**Routing congestion**

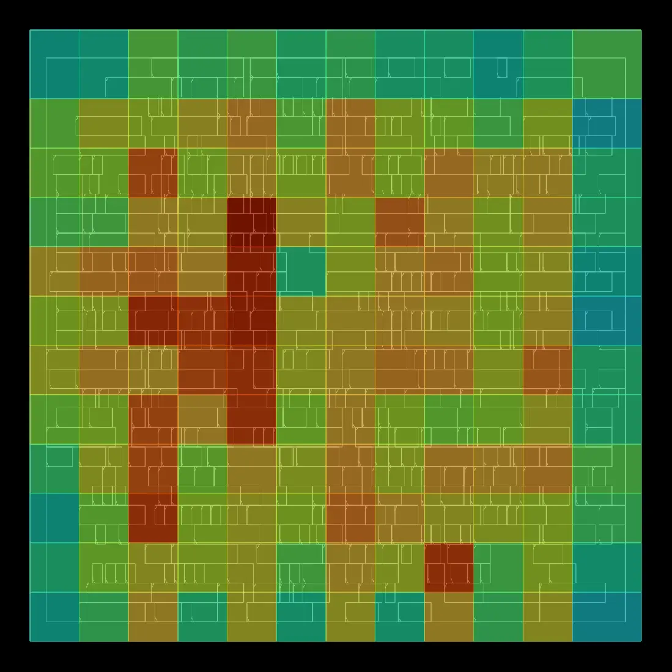
**Routed metal, one color a layer**

Bar = 20 um.
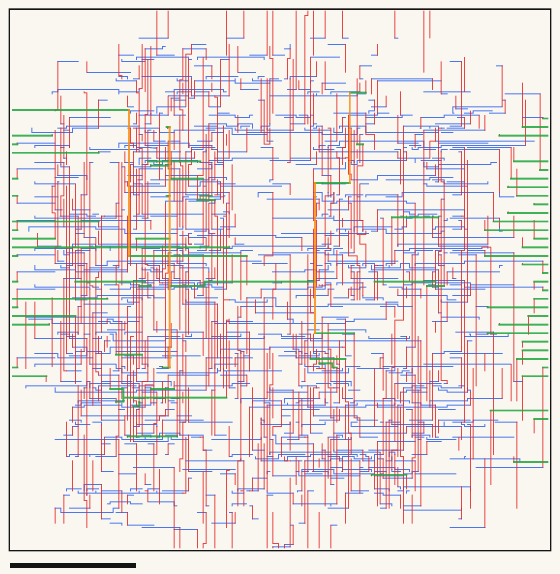
--- src/rtl/jpeg_spi_rx_capture_if.sv ---
// Byte-stream input and capture-buffer write port of the JPEG SPI receive capture block.
// The master side drives the SPI byte strobe; the slave side owns the buffer write port.
interface jpeg_spi_rx_capture_if;
    logic        spi_wr;
    logic [7:0]  spi_data;
    logic        buf_we;
    logic [16:0] buf_addr;
    logic [7:0]  buf_data;

    modport master (
        output spi_wr, spi_data,
        input  buf_we, buf_addr, buf_data
    );

    modport slave (
        input  spi_wr, spi_data,
        output buf_we, buf_addr, buf_data
    );
endinterface

--- src/rtl/jpeg_spi_rx_capture.sv ---
// Captures one JPEG frame from a byte stream: 3 size bytes, then header+image bytes into a
// buffer until the EOI marker. Defining JPEG_RX_SIZE_CHECK_EN enables the err_size check.
module jpeg_spi_rx_capture #(
    parameter int          HEADER_SIZE = 607,
    parameter logic [15:0] EOI_MARKER  = 16'hFFD9,
    parameter int          BUF_DEPTH   = 131072
) (
    input  logic                         clk,
    input  logic                         reset_n,
    input  logic                         start,
    input  logic                         abort,
    jpeg_spi_rx_capture_if.slave         spi_buf,
    output logic                         busy,
    output logic                         done,
    output logic                         err_overflow,
    output logic                         err_size,
    output logic [16:0]                  jpeg_size,
    output logic [16:0]                  byte_count
);

    typedef enum logic [2:0] {
        IDLE,
        SZ1,
        SZ2,
        SZ3,
        DATA,
        DONE,
        ERR
    } state_e;

    localparam logic [16:0] EOI_MIN_IDX = 17'(HEADER_SIZE + 1);
    localparam logic [16:0] LAST_IDX    = 17'(BUF_DEPTH - 1);
    localparam logic [17:0] HDR_LEN     = 18'(HEADER_SIZE);

    state_e      state_q, state_d;
    logic [16:0] byte_count_q, byte_count_d;
    logic [16:0] jpeg_size_q, jpeg_size_d;
    logic [7:0]  prev_q, prev_d;
    logic        err_size_q, err_size_d;
    logic        buf_we_q, buf_we_d;
    logic [16:0] buf_addr_q, buf_addr_d;
    logic [7:0]  buf_data_q, buf_data_d;
    logic        eoi_hit;

    // Full detection uses the pre-increment index, so a 17-bit count that wraps at the
    // default depth never hides the overflow.
    assign eoi_hit = (byte_count_q >= EOI_MIN_IDX)
                  && ({prev_q, spi_buf.spi_data} == EOI_MARKER);

    always_comb begin
        // NOTE: every *_d gets a default before any branch so no path can infer a latch.
        state_d      = state_q;
        byte_count_d = byte_count_q;
        jpeg_size_d  = jpeg_size_q;
        prev_d       = prev_q;
        err_size_d   = err_size_q;
        buf_we_d     = 1'b0;
        buf_addr_d   = buf_addr_q;
        buf_data_d   = buf_data_q;

        if (abort) begin
            state_d      = IDLE;
            byte_count_d = '0;
            jpeg_size_d  = '0;
            err_size_d   = 1'b0;
            prev_d       = '0;
        end else begin
            case (state_q)
                IDLE, DONE, ERR: begin
                    if (start) begin
                        state_d      = SZ1;
                        byte_count_d = '0;
                        jpeg_size_d  = '0;
                        err_size_d   = 1'b0;
                        prev_d       = '0;
                    end
                end
                SZ1: begin
                    if (spi_buf.spi_wr) begin
                        jpeg_size_d = {spi_buf.spi_data[0], 16'h0000};
                        state_d     = SZ2;
`ifdef JPEG_RX_SIZE_CHECK_EN
                        if (|spi_buf.spi_data[7:1]) err_size_d = 1'b1;
`endif
                    end
                end
                SZ2: begin
                    if (spi_buf.spi_wr) begin
                        jpeg_size_d[15:8] = spi_buf.spi_data;
                        state_d           = SZ3;
                    end
                end
                SZ3: begin
                    if (spi_buf.spi_wr) begin
                        jpeg_size_d[7:0] = spi_buf.spi_data;
                        state_d          = DATA;
                    end
                end
                DATA: begin
                    if (spi_buf.spi_wr) begin
                        buf_we_d     = 1'b1;
                        buf_addr_d   = byte_count_q;
                        buf_data_d   = spi_buf.spi_data;
                        byte_count_d = byte_count_q + 17'd1;
                        prev_d       = spi_buf.spi_data;
                        // EOI wins over overflow when the marker lands on the last slot.
                        if (eoi_hit) begin
                            state_d = DONE;
`ifdef JPEG_RX_SIZE_CHECK_EN
                            if (({1'b0, byte_count_q} + 18'd1) != (HDR_LEN + {1'b0, jpeg_size_q}))
                                err_size_d = 1'b1;
`endif
                        end else if (byte_count_q == LAST_IDX) begin
                            state_d = ERR;
                        end
                    end
                end
                default: state_d = IDLE;
            endcase
        end
    end

    // NOTE: sequential state uses non-blocking assignments only; reset is asynchronous.
    always_ff @(posedge clk or negedge reset_n) begin
        if (!reset_n) begin
            state_q      <= IDLE;
            byte_count_q <= '0;
            jpeg_size_q  <= '0;
            prev_q       <= '0;
            err_size_q   <= 1'b0;
            buf_we_q     <= 1'b0;
            buf_addr_q   <= '0;
            buf_data_q   <= '0;
        end else begin
            state_q      <= state_d;
            byte_count_q <= byte_count_d;
            jpeg_size_q  <= jpeg_size_d;
            prev_q       <= prev_d;
            err_size_q   <= err_size_d;
            buf_we_q     <= buf_we_d;
            buf_addr_q   <= buf_addr_d;
            buf_data_q   <= buf_data_d;
        end
    end

    assign spi_buf.buf_we   = buf_we_q;
    assign spi_buf.buf_addr = buf_addr_q;
    assign spi_buf.buf_data = buf_data_q;

    assign busy         = (state_q == SZ1) || (state_q == SZ2)
                       || (state_q == SZ3) || (state_q == DATA);
    assign done         = (state_q == DONE);
    assign err_overflow = (state_q == ERR);
    assign jpeg_size    = jpeg_size_q;
    assign byte_count   = byte_count_q;

`ifdef JPEG_RX_SIZE_CHECK_EN
    assign err_size = err_size_q;
`else
    assign err_size = 1'b0;
`endif

endmodule
--- src/flat_wrapper.sv ---
// flat-port wrapper written by rule: the top's interface ports become plain ports
module jpeg_spi_rx_capture_flat 
#(
    parameter int          HEADER_SIZE = 607,
    parameter logic [15:0] EOI_MARKER  = 16'hFFD9,
    parameter int          BUF_DEPTH   = 131072
)
  (clk, reset_n, start, abort, busy, done, err_overflow, err_size, jpeg_size, byte_count, spi_buf_spi_wr, spi_buf_spi_data, spi_buf_buf_we, spi_buf_buf_addr, spi_buf_buf_data);
  jpeg_spi_rx_capture_if spi_buf_i ();
  input  logic clk;
  input  logic reset_n;
  input  logic start;
  input  logic abort;
  output logic busy;
  output logic done;
  output logic err_overflow;
  output logic err_size;
  output logic [16:0] jpeg_size;
  output logic [16:0] byte_count;
  input wire logic [$bits(spi_buf_i.spi_wr)-1:0] spi_buf_spi_wr;
  input wire logic [$bits(spi_buf_i.spi_data)-1:0] spi_buf_spi_data;
  output wire logic [$bits(spi_buf_i.buf_we)-1:0] spi_buf_buf_we;
  output wire logic [$bits(spi_buf_i.buf_addr)-1:0] spi_buf_buf_addr;
  output wire logic [$bits(spi_buf_i.buf_data)-1:0] spi_buf_buf_data;
  assign spi_buf_i.spi_wr = spi_buf_spi_wr;
  assign spi_buf_i.spi_data = spi_buf_spi_data;
  assign spi_buf_buf_we = spi_buf_i.buf_we;
  assign spi_buf_buf_addr = spi_buf_i.buf_addr;
  assign spi_buf_buf_data = spi_buf_i.buf_data;
  jpeg_spi_rx_capture #(.HEADER_SIZE(HEADER_SIZE), .EOI_MARKER(EOI_MARKER), .BUF_DEPTH(BUF_DEPTH)) u_core (.clk(clk), .reset_n(reset_n), .start(start), .abort(abort), .spi_buf(spi_buf_i), .busy(busy), .done(done), .err_overflow(err_overflow), .err_size(err_size), .jpeg_size(jpeg_size), .byte_count(byte_count));
endmodule
--- config.mk ---
export PLATFORM = sky130hd
export DESIGN_NAME = jpeg_spi_rx_capture_flat
export DESIGN_NICKNAME = d
export VERILOG_FILES = /design/src/rtl/jpeg_spi_rx_capture_if.sv /design/src/rtl/jpeg_spi_rx_capture.sv /design/src/flat_wrapper.sv
export SDC_FILE = /design/constraint.sdc
export NUM_CORES = 1
export LEC_CHECK = 0
export CORE_MARGIN = 2
export CORE_UTILIZATION = 50
export DETAILED_ROUTE_END_ITERATION = 16
export GPL_ROUTABILITY_DRIVEN = 0
export PLACE_DENSITY = 0.77
export SETUP_SLACK_MARGIN = 0.4
export SLEW_MARGIN = 20
export SYNTH_ARGS = -nofsm -noshare
export SYNTH_HDL_FRONTEND = slang
export SYNTH_SLANG_ARGS = --single-unit
export TNS_END_PERCENT = 20
--- constraint.sdc ---
create_clock -name clk -period 2.4 [get_ports clk]
set_input_delay 0.48 -clock clk [delete_from_list [all_inputs] [get_ports clk]]
set_output_delay 0.48 -clock clk [all_outputs]
set_load 0.02 [all_outputs]
==> summary.txt <==
Status: completed
CTS hold repair buffers: 0
Sw power: 1.060 mW
Layout non-clock buf frac: 20.49%
Post-Syn Area: 3323 sq um
Crit path buf inv count: 1
# Cells Yosys: 355
Synth Instances: 355
Crit path capture: byte_count[10]
Tool warnings: 30
Root buf cell: clkbuf_8
FF+latch area: 1788 sq um
Post-CTS Setup Inserts: 0
Period utilization: 82.87%
RSZ-0062 raised after global routing: yes
Clk pwr share: 28.6%
Cell area leaders: dfrtp_1 53%, nand2_1 12%, o21ai_0 3.9%, a22o_1 2.9%, mux2i_1 2.1%
Sequential share of cell area: 40.11%
Internal power: 2.211 mW
CP cell instances: clkdlybuf4s50_1
Sequential share of power: 42.6%
Logic share of the area: 31.77%
Post-DP Area: 4243 sq um
Total number of yosys warnings: 0
Drt first pass iters: 4
Crit-path leading delay family: buffers and inverters
CP endpoint kind: primary output
AND-OR/OR-AND Cells, Area Fraction: 13.40%
Floorplan Nets: 371
Adder Share, Synth: 1.431%
Setup violations, final: 0
Mux share: 3.125%
Post_cts resized: 8
Final Hold Vio Count: 0
Asr flop ratio synth: 100.0%
First-pass GRT wire length: 13.50 mm
Largest net degree at the start of global routing: 49
WP data arrival: 1.51 ns
Main synth FF type: dfrtp_1
Simple Share, Synth: 23.23%
H-tree Lvls: 3
Grt ovf: 0
Synth unique cells: 52
Top area contributor share: 53.46%
Final Cell Area: 4458 sq um
Yosys top cell by area: dfrtp_1
Cells on worst reg2reg path: 8
Clock buffers: 13
Buffers added on ports: 75
Worst Hold Class: input port to asynchronous set/reset pin
Most frequent cells after synthesis: 105 x nand2_1, 71 x dfrtp_1, 26 x o21ai_0
CTS sink count: 71
Vias: 2887
Detail Placement HPWL: 5.713 mm
Tap Cells: 77
Count leader, synth: nand2_1
Placed cell count: 506
Antenna-violating nets left: 0
Dpl ws: 0.03205 ns
Top routing layer in use: met4
Reg2reg start: u_core.byte_count[0]
Combinational cell power: 0.942 mW
Max incr delay on CP: 0.67 ns
Logic inverters: 14
Pins over their slew limit: 0
I/O pin count: 77
Seq/Total Area, Yosys: 53.46%
DR WL met2: 3.935 mm
DRC Markers: 0
M1 WL: 3.547 mm
Die Wd: 85.53 um
Vias in the first global route: 2868
XOR/XNOR Area Share: 0.5271%
Reg clk slew, reported paths: 0.07 ns
Core Area: 6386 sq um
Worst Max-Slew Pin Slew: 0.7355 ns
Minimum clock period: 1.989 ns
Die Y-Extent: 85.53 um
Max transition margin: 50.59%
Kind of start point of the critical path: flop
Max_cap viols: 0
Final TNS setup: 0 ns
F_max: 0.5028 GHz
Min Hold Slack: 0.1340 ns
Bufs on Longest Clock Path: 2
Critical Path RT: 1.92 ns
Power per cell area: 733.7 nW/um^2
Notes on 'routing congestion' above:
met2 global-route usage: 37.50%
GR Util All Layers: 23.29%
fin util: 69.81%
met1 Track Usage GR: 31.39%
busiest layer in global routing: met2

Notes on 'routed metal, one color a layer' above:
- blue: M1 (wire length 3550 um)
- red: M2 (wire length 3940 um)
- green: M3 (wire length 456 um)
- orange: M4 (wire length 99.3 um)

Power is estimated from default activity; no workload was simulated.
